$ cat config.mk
export PLATFORM = sky130hd
export DESIGN_NAME = glyph_to_char
export DESIGN_NICKNAME = d
export VERILOG_FILES = /design/src/rtl/glyph_to_char.sv
export SDC_FILE = /design/constraint.sdc
export NUM_CORES = 1
export LEC_CHECK = 0
export CORE_ASPECT_RATIO = 0.75
export CORE_MARGIN = 1
export CORE_UTILIZATION = 45
export DETAILED_ROUTE_END_ITERATION = 8
export PLACE_DENSITY = 0.67
export SLEW_MARGIN = 10
export SYNTH_ARGS = -nofsm -noshare
export SYNTH_HDL_FRONTEND = slang
export SYNTH_MEMORY_MAX_BITS = 65536
export SYNTH_SLANG_ARGS = --single-unit
$ cat constraint.sdc
create_clock -name i_clk -period 5.3 [get_ports i_clk]
set_clock_uncertainty 0.05 [all_clocks]
set_input_delay 1.325 -clock i_clk [delete_from_list [all_inputs] [get_ports i_clk]]
set_output_delay 1.325 -clock i_clk [all_outputs]
set_load 0.01 [all_outputs]
$ cat src/rtl/glyph_to_char.sv
// Bitmap-to-ASCII reverse lookup: linear search over the shared 6x6 font, one glyph per clock.
// Optional INVERT_MATCH_EN also accepts glyphs that match the complemented bitmap.
package glyph_font_pkg;
    // Same table as the display's font_6x6.vh: row-major, bit 35 = row0/col0.
    function automatic logic [35:0] font_lookup(input logic [7:0] ascii);
        logic [35:0] g;
        case (ascii)
            8'h20: g = {6'b000000, 6'b000000, 6'b000000, 6'b000000, 6'b000000, 6'b000000};
            8'h21: g = {6'b001000, 6'b001000, 6'b001000, 6'b000000, 6'b001000, 6'b000000};
            8'h22: g = {6'b010100, 6'b010100, 6'b000000, 6'b000000, 6'b000000, 6'b000000};
            8'h23: g = {6'b010100, 6'b111110, 6'b010100, 6'b111110, 6'b010100, 6'b000000};
            8'h24: g = {6'b011110, 6'b101000, 6'b011100, 6'b001010, 6'b111100, 6'b001000};
            8'h25: g = {6'b110010, 6'b110100, 6'b001000, 6'b010110, 6'b100110, 6'b000000};
            8'h26: g = {6'b011000, 6'b100100, 6'b011010, 6'b100100, 6'b011010, 6'b000000};
            8'h27: g = {6'b001000, 6'b001000, 6'b000000, 6'b000000, 6'b000000, 6'b000000};
            8'h28: g = {6'b000100, 6'b001000, 6'b001000, 6'b001000, 6'b000100, 6'b000000};
            8'h29: g = {6'b010000, 6'b001000, 6'b001000, 6'b001000, 6'b010000, 6'b000000};
            8'h2A: g = {6'b101010, 6'b011100, 6'b111110, 6'b011100, 6'b101010, 6'b000000};
            8'h2B: g = {6'b001000, 6'b001000, 6'b111110, 6'b001000, 6'b001000, 6'b000000};
            8'h2C: g = {6'b000000, 6'b000000, 6'b000000, 6'b001000, 6'b001000, 6'b010000};
            8'h2D: g = {6'b000000, 6'b000000, 6'b111110, 6'b000000, 6'b000000, 6'b000000};
            8'h2E: g = {6'b000000, 6'b000000, 6'b000000, 6'b000000, 6'b001000, 6'b000000};
            8'h2F: g = {6'b000010, 6'b000100, 6'b001000, 6'b010000, 6'b100000, 6'b000000};
            8'h30: g = {6'b011100, 6'b100110, 6'b101010, 6'b110010, 6'b011100, 6'b000000};
            8'h31: g = {6'b001000, 6'b011000, 6'b001000, 6'b001000, 6'b011100, 6'b000000};
            8'h32: g = {6'b011100, 6'b100010, 6'b000100, 6'b011000, 6'b111110, 6'b000000};
            8'h33: g = {6'b111100, 6'b000010, 6'b011100, 6'b000010, 6'b111100, 6'b000000};
            8'h34: g = {6'b000100, 6'b001100, 6'b010100, 6'b111110, 6'b000100, 6'b000000};
            8'h35: g = {6'b111110, 6'b100000, 6'b111100, 6'b000010, 6'b111100, 6'b000000};
            8'h36: g = {6'b011100, 6'b100000, 6'b111100, 6'b100010, 6'b011100, 6'b000000};
            8'h37: g = {6'b111110, 6'b000010, 6'b000100, 6'b001000, 6'b001000, 6'b000000};
            8'h38: g = {6'b011100, 6'b100010, 6'b011100, 6'b100010, 6'b011100, 6'b000000};
            8'h39: g = {6'b011100, 6'b100010, 6'b011110, 6'b000010, 6'b011100, 6'b000000};
            8'h3A: g = {6'b000000, 6'b001000, 6'b000000, 6'b001000, 6'b000000, 6'b000000};
            8'h3B: g = {6'b000000, 6'b001000, 6'b000000, 6'b001000, 6'b010000, 6'b000000};
            8'h3C: g = {6'b000100, 6'b001000, 6'b010000, 6'b001000, 6'b000100, 6'b000000};
            8'h3D: g = {6'b000000, 6'b111110, 6'b000000, 6'b111110, 6'b000000, 6'b000000};
            8'h3E: g = {6'b010000, 6'b001000, 6'b000100, 6'b001000, 6'b010000, 6'b000000};
            8'h3F: g = {6'b011100, 6'b100010, 6'b000100, 6'b000000, 6'b000100, 6'b000000};
            8'h40: g = {6'b011100, 6'b101010, 6'b101110, 6'b100000, 6'b011100, 6'b000000};
            8'h41: g = {6'b011100, 6'b100010, 6'b111110, 6'b100010, 6'b100010, 6'b000000};
            8'h42: g = {6'b111100, 6'b100010, 6'b111100, 6'b100010, 6'b111100, 6'b000000};
            8'h43: g = {6'b011110, 6'b100000, 6'b100000, 6'b100000, 6'b011110, 6'b000000};
            8'h44: g = {6'b111100, 6'b100010, 6'b100010, 6'b100010, 6'b111100, 6'b000000};
            8'h45: g = {6'b111110, 6'b100000, 6'b111100, 6'b100000, 6'b111110, 6'b000000};
            8'h46: g = {6'b111110, 6'b100000, 6'b111100, 6'b100000, 6'b100000, 6'b000000};
            8'h47: g = {6'b011110, 6'b100000, 6'b100110, 6'b100010, 6'b011110, 6'b000000};
            8'h48: g = {6'b100010, 6'b100010, 6'b111110, 6'b100010, 6'b100010, 6'b000000};
            8'h49: g = {6'b011100, 6'b001000, 6'b001000, 6'b001000, 6'b011100, 6'b000000};
            8'h4A: g = {6'b000010, 6'b000010, 6'b000010, 6'b100010, 6'b011100, 6'b000000};
            8'h4B: g = {6'b100100, 6'b101000, 6'b110000, 6'b101000, 6'b100100, 6'b000000};
            8'h4C: g = {6'b100000, 6'b100000, 6'b100000, 6'b100000, 6'b111110, 6'b000000};
            8'h4D: g = {6'b100010, 6'b110110, 6'b101010, 6'b100010, 6'b100010, 6'b000000};
            8'h4E: g = {6'b100010, 6'b110010, 6'b101010, 6'b100110, 6'b100010, 6'b000000};
            8'h4F: g = {6'b011100, 6'b100010, 6'b100010, 6'b100010, 6'b011100, 6'b000000};
            8'h50: g = {6'b111100, 6'b100010, 6'b111100, 6'b100000, 6'b100000, 6'b000000};
            8'h51: g = {6'b011100, 6'b100010, 6'b101010, 6'b100100, 6'b011010, 6'b000000};
            8'h52: g = {6'b111100, 6'b100010, 6'b111100, 6'b101000, 6'b100100, 6'b000000};
            8'h53: g = {6'b011110, 6'b100000, 6'b011100, 6'b000010, 6'b111100, 6'b000000};
            8'h54: g = {6'b111110, 6'b001000, 6'b001000, 6'b001000, 6'b001000, 6'b000000};
            8'h55: g = {6'b100010, 6'b100010, 6'b100010, 6'b100010, 6'b011100, 6'b000000};
            8'h56: g = {6'b100010, 6'b100010, 6'b100010, 6'b010100, 6'b001000, 6'b000000};
            8'h57: g = {6'b100010, 6'b100010, 6'b101010, 6'b110110, 6'b100010, 6'b000000};
            8'h58: g = {6'b100010, 6'b010100, 6'b001000, 6'b010100, 6'b100010, 6'b000000};
            8'h59: g = {6'b100010, 6'b010100, 6'b001000, 6'b001000, 6'b001000, 6'b000000};
            8'h5A: g = {6'b111110, 6'b000100, 6'b001000, 6'b010000, 6'b111110, 6'b000000};
            default: g = 36'h0;
        endcase
        return g;
    endfunction
endpackage

module glyph_to_char
    import glyph_font_pkg::*;
#(
    parameter logic [7:0] FIRST_CHAR = 8'h20,
    parameter logic [7:0] LAST_CHAR  = 8'h5A,
    parameter logic [7:0] MISS_CHAR  = 8'h3F
) (
    input  logic        i_clk,
    input  logic        i_rst,
    input  logic        i_img_valid,
    output logic        o_img_ready,
    input  logic [35:0] i_img,
    output logic        o_char_valid,
    input  logic        i_char_ready,
    output logic [7:0]  o_char_out,
    output logic        o_char_found,
    output logic        o_char_inv
);
    typedef enum logic [1:0] {S_IDLE, S_SEARCH, S_DONE} state_t;

    state_t      r_state, w_state_nxt;
    logic [35:0] r_img_q, w_img_nxt;
    logic [7:0]  r_idx, w_idx_nxt;
    logic [7:0]  r_char, w_char_nxt;
    logic        r_found, w_found_nxt;
    logic        r_inv, w_inv_nxt;
    logic [35:0] w_glyph;
    logic        w_hit, w_hit_inv;

    assign w_glyph = font_lookup(r_idx);
    assign w_hit   = (w_glyph == r_img_q);
`ifdef INVERT_MATCH_EN
    assign w_hit_inv = (w_glyph == ~r_img_q);
`else
    assign w_hit_inv = 1'b0;
`endif

    always_ff @(posedge i_clk) begin
        if (i_rst) begin
            r_state <= S_IDLE;
            r_img_q <= 36'h0;
            r_idx   <= FIRST_CHAR;
            r_char  <= 8'h00;
            r_found <= 1'b0;
            r_inv   <= 1'b0;
        end else begin
            r_state <= w_state_nxt;
            r_img_q <= w_img_nxt;
            r_idx   <= w_idx_nxt;
            r_char  <= w_char_nxt;
            r_found <= w_found_nxt;
            r_inv   <= w_inv_nxt;
        end
    end

    always_comb begin
        w_state_nxt = r_state;
        w_img_nxt   = r_img_q;
        w_idx_nxt   = r_idx;
        w_char_nxt  = r_char;
        w_found_nxt = r_found;
        w_inv_nxt   = r_inv;
        case (r_state)
            S_IDLE: begin
                if (i_img_valid) begin
                    w_img_nxt   = i_img;
                    w_idx_nxt   = FIRST_CHAR;
                    w_state_nxt = S_SEARCH;
                end
            end
            S_SEARCH: begin
                // Normal match outranks an inverted match at the same code.
                if (w_hit || w_hit_inv) begin
                    w_char_nxt  = r_idx;
                    w_found_nxt = 1'b1;
                    w_inv_nxt   = ~w_hit;
                    w_state_nxt = S_DONE;
                end else if (r_idx == LAST_CHAR) begin
                    w_char_nxt  = MISS_CHAR;
                    w_found_nxt = 1'b0;
                    w_inv_nxt   = 1'b0;
                    w_state_nxt = S_DONE;
                end else begin
                    w_idx_nxt = r_idx + 8'd1;
                end
            end
            S_DONE: begin
                if (i_char_ready) w_state_nxt = S_IDLE;
            end
            default: w_state_nxt = S_IDLE;
        endcase
    end

    assign o_img_ready  = (r_state == S_IDLE);
    assign o_char_valid = (r_state == S_DONE);
    assign o_char_out   = r_char;
    assign o_char_found = r_found;
    assign o_char_inv   = r_inv;
endmodule

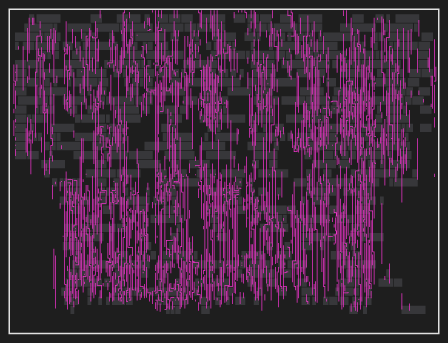
Figure 1: M2 wires.
Cells faint in the background.
- main direction: vertical
- share of all routed wire: 42%
- longest straight run: 40.5 um
- wire length on this layer: 7980 um

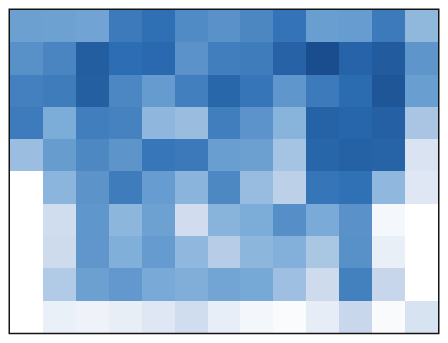
Figure 2: cell area per tile.
The die is cut into 13 by 10 equal tiles; white is low, dark blue is high, 0 to 100% covered.
- fullest tile: 88%
- mean over tiles: 49%
- nearly empty tiles: 6.2%
Util after Layout: 53.7%
Starting Density: 46.2%
core area: 0.0116 mm^2

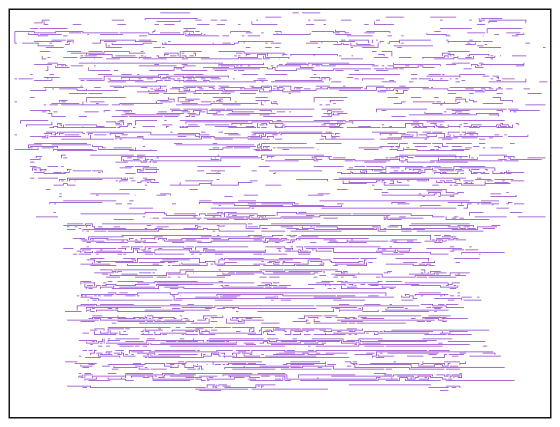
Figure 3: M1 wires.
- longest straight run: 49.2 um
- nets with wire on the layer: 736
- main direction: horizontal
- wire length on this layer: 8440 um
- share of all routed wire: 45%
total number of vias: 5753
GR met1 Demand/Resource: 42.4%

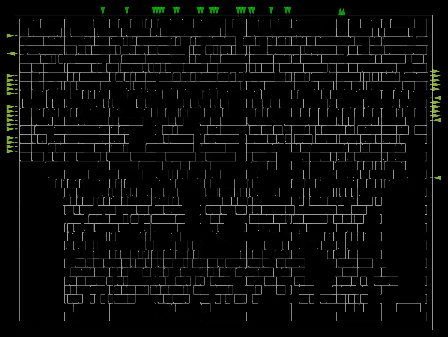
Figure 4: cell placement.
sequential cell area share: 26.4%
sequential cells: 82

==> impl_metrics.env <==
# physical design summary
export IMPL_run_status="finished, final reports clean"
export IMPL_worstSetupPathType="reg -> reg"
export IMPL_route_detailed_vias_per_inst=6.31
export IMPL_postLayoutCellArea_mm2=0.00622
export IMPL_p_switching_mw=0.448
export IMPL_summed_instance_area_of_the_synthesized_netlist_mm2=0.00535
export IMPL_ys_warn_count=0
export IMPL_maxSlewHeadroom_pct=34.5
export IMPL_yosys_stat_cells=723
export IMPL_grt_overflow=0
export IMPL_post_place_ws_ns=0.335
export IMPL_first_global_vias=5107
export IMPL_clk_root_buffer_cell="clkbuf_16"
export IMPL_yosys_cell_types_count=78
export IMPL_pin_count_of_the_biggest_net_entering_global_routing=58
export IMPL_synth_area_leader_cell="dfxtp_1"
export IMPL_vdd_drop_max_mv=0.171
export IMPL_area_growth_pct=16.3
export IMPL_ys_seq_share_pct=30.7
export IMPL_grt_setup_unrepaired="no"
export IMPL_timing_max_cap_violations=0
export IMPL_synthTopCellsByCount="126 x nand2_1, 82 x dfxtp_1, 71 x a21oi_1, 69 x nor2_1, 29 x o21ai_0"
export IMPL_clock_tree_from_tritoncts="done"
export IMPL_number_of_gates_given_a_new_drive_strength_after_cts=0
export IMPL_average_instance_area_after_synthesis_um2=7.39
export IMPL_leakagePower_nw=2.22
export IMPL_die_w_um=128
export IMPL_worstPathMaxFanout=20
export IMPL_total_power_mw=1.52
export IMPL_internal_power_mw=1.07
export IMPL_final_hold_violation_tally=0
export IMPL_first_pass_grt_wire_length_mm=28.5
export IMPL_setup_worst_path_start_class="register"
export IMPL_syn_inst=723
export IMPL_report_final_setup_viol=0
export IMPL_ys_top_cells_by_area="dfxtp_1 31%, nand2_1 8.8%, a21oi_1 6.6%, nor2_1 4.8%, ha_1 3.3%"
export IMPL_final_comb_area_mm2=0.00334
export IMPL_hold_crit_depth=2
export IMPL_hold_path_endpoint="r_img_q[30]"
export IMPL_yosysMostFrequentCell="nand2_1"
export IMPL_chip_area_mm2=0.0123
export IMPL_post_cts_setup_buffer_count=0
export IMPL_antenna_cells_inserted=0
export IMPL_area_of_the_synthesized_netlist_per_yosys_stat_mm2=0.00535
export IMPL_antenna_found_initial=0
export IMPL_final_net_count=799
export IMPL_port_buffers=50
export IMPL_number_of_top_level_design_ports=52
export IMPL_fin_crit_sh_pct=95.6
export IMPL_drt_wirelength_per_cell_um=20.7
export IMPL_cts_inserted_buffers=9
export IMPL_finalSetupTns_ns=0
export IMPL_ys_ff=82
export IMPL_global_route_usage_total_pct=31.0
export IMPL_ff2ff_path_depth=13
export IMPL_fillerInstances=1089
export IMPL_buffer_depth_of_the_longest_clock_path=2
export IMPL_required_ns=5.47
export IMPL_clock_sinks=82
export IMPL_final_min_clock_period_ns=5.07
export IMPL_share_of_cells_above_drive_strength_1_pct=8.00
export IMPL_cp_data_arrival_time_ns=5.24
export IMPL_drt_iter0_drc=707
export IMPL_std_cell_rows=34
export IMPL_insertion_delay_ns=0.35
export IMPL_place_hpwl_mm=13.7
export IMPL_asyncSetResetFlopFracSynth_pct=0
export IMPL_postSynth_topFlopCell="dfxtp_1"
export IMPL_clockPowerShare_pct=40.9
export IMPL_netlist_area_leader_share_pct=30.7
export IMPL_seqPwrFrac_pct=43.5
export IMPL_post_drt_antenna_nets=0
export IMPL_critPathMaxStageDelay_ns=0.68
export IMPL_crit_chain="nand2b_1 > a2111oi_0 > o2111a_1 > nand4_2 > nor3_4 > mux2i_1 > o21bai_2 > inv_1 > ha_1 > nand2_1 > o211ai_1 > a21oi_1 > or4b_1"
export IMPL_timing_hold_worst_class="reg -> reg"
export IMPL_routabilityCongestion=1.02
export IMPL_pwr_density_cell_mw_per_mm2=245
export IMPL_final_max_slew_viol_count=0
export IMPL_layout_setup_ws_ns=0.232
export IMPL_dieHeight_um=96.4
export IMPL_seq_area_mm2=0.00164
export IMPL_crit_path_end_kind="register"
export IMPL_place_area_mm2=0.00592
export IMPL_detail_route_drc_violations=0
export IMPL_h_tree_depth=3
export IMPL_log_warning_count=36
export IMPL_first_pass_iters=6
export IMPL_floorplan_nets=777
export IMPL_wirelength_mm=18.9
export IMPL_power_share_combinational_pct=15.6
export IMPL_netSwitchingFraction_pct=29.4
export IMPL_synth_edff_count=0
export IMPL_highest_attainable_clock_frequency_mhz=197
export IMPL_rr_startpoint="r_idx[7]"
export IMPL_holdCritStartpoint="r_img_q[30]"
export IMPL_cts_clk_slew_worst_paths_ns=0.07
export IMPL_critical_path_slowest_cell="a2111oi_0"
export IMPL_r2r_setup_slack_ns=0.23
export IMPL_hold_fix_buffers_cts=0
export IMPL_max_slew_worst_pin_slew_ns=0.982
[worst max-delay path: cells and delay by family (launching register included)]
| family | cells | cell delay [ns] |
|---|---|---|
| AND-OR/OR-AND | 5 | 1.46 |
| adder cells (fa/ha/maj) | 1 | 0.61 |
| buffers and inverters | 1 | 0.23 |
| flip-flops | 1 | 0.55 |
| multiplexers | 1 | 0.34 |
| AND/OR/NAND/NOR | 5 | 1.69 |
[logic make-up (layout without fill, tap and decap cells)]
family	after synthesis	in the layout	share of synthesized area, %
compound gates	224	224	28.5
xor+xnor	11	11	1.80
fa+ha+maj	14	14	3.28
buf+inv	82	109	7.00
flops	82	82	30.7
mux	11	11	2.41
other cells	1	1	0.0702
simple gates	298	298	26.2
[placed cells by master (no fill, tap or decap), types with 5 or more instances in the layout]
cell               n
o21ai_0           29
nand4_1            5
o22ai_1           12
nor2b_1           11
mux2i_1            7
nand2_1          126
buf_4             17
o21ai_1            6
o211ai_1          10
o221ai_1           7
nand2b_1          13
nor4bb_1           5
nand3_1           13
xnor2_1            7
a211oi_1           7
nor4_1             7
nor3_1            20
o31ai_1            6
nor2_1            69
a21oi_1           71
o31a_1             5
clkdlybuf4s50_1   49
a31oi_1           10
o32ai_1           10
a22oi_1            7
or3_1              6
inv_1             21
dfxtp_1           82
ha_1              14
clkbuf_16          9
[worst max path at each step]
stage,slack (ns),start,end,cells after the start
3_5_place_dp,0.33,r_idx[7],register,13
3_3_place_gp,0.37,r_idx[7],register,13
2_1_floorplan,1.39,i_img_valid,register,12
4_1_cts,0.31,r_idx[7],register,13
5_1_grt,0.02,r_idx[7],register,13
6_report,0.23,r_idx[7],register,13
[per-layer routing]
layer	track usage, %	up-vias	part of all wire [%]
li1	-	2644	-
met1	42.4	2718	45
met2	45.8	360	42
met3	10.3	31	11
met4	9.80	0	2.0
met5	0	-	0
[stage by stage]
stage               hold WS [ns]  std cells
CTS                        0.411        912
global route               0.440        912
detailed placement         0.402        896
floorplan                  0.383        723
finish                     0.413        912
global placement           0.395        896
[area by class of cell]
| type | count | share of cell area [%] |
|---|---|---|
| Multi-Input combinational cell | 559 | 53.7 |
| Clock inverter | 6 | 0.886 |
| Tap cell | 162 | 3.26 |
| Timing Repair Buffer | 68 | 10.3 |
| Inverter | 25 | 1.51 |
| Sequential cell | 82 | 26.4 |
| Clock buffer | 10 | 3.84 |
[power by group through the flow]
stage / Sequential (mW) / Combinational (mW) / Clock (mW)
2_1_floorplan: 0.668 / 0.146 / 0
3_3_place_gp: 0.674 / 0.230 / 0
3_5_place_dp: 0.675 / 0.230 / 0
4_1_cts: 0.662 / 0.231 / 0.629
5_1_grt: 0.665 / 0.258 / 0.652
6_report: 0.663 / 0.237 / 0.623
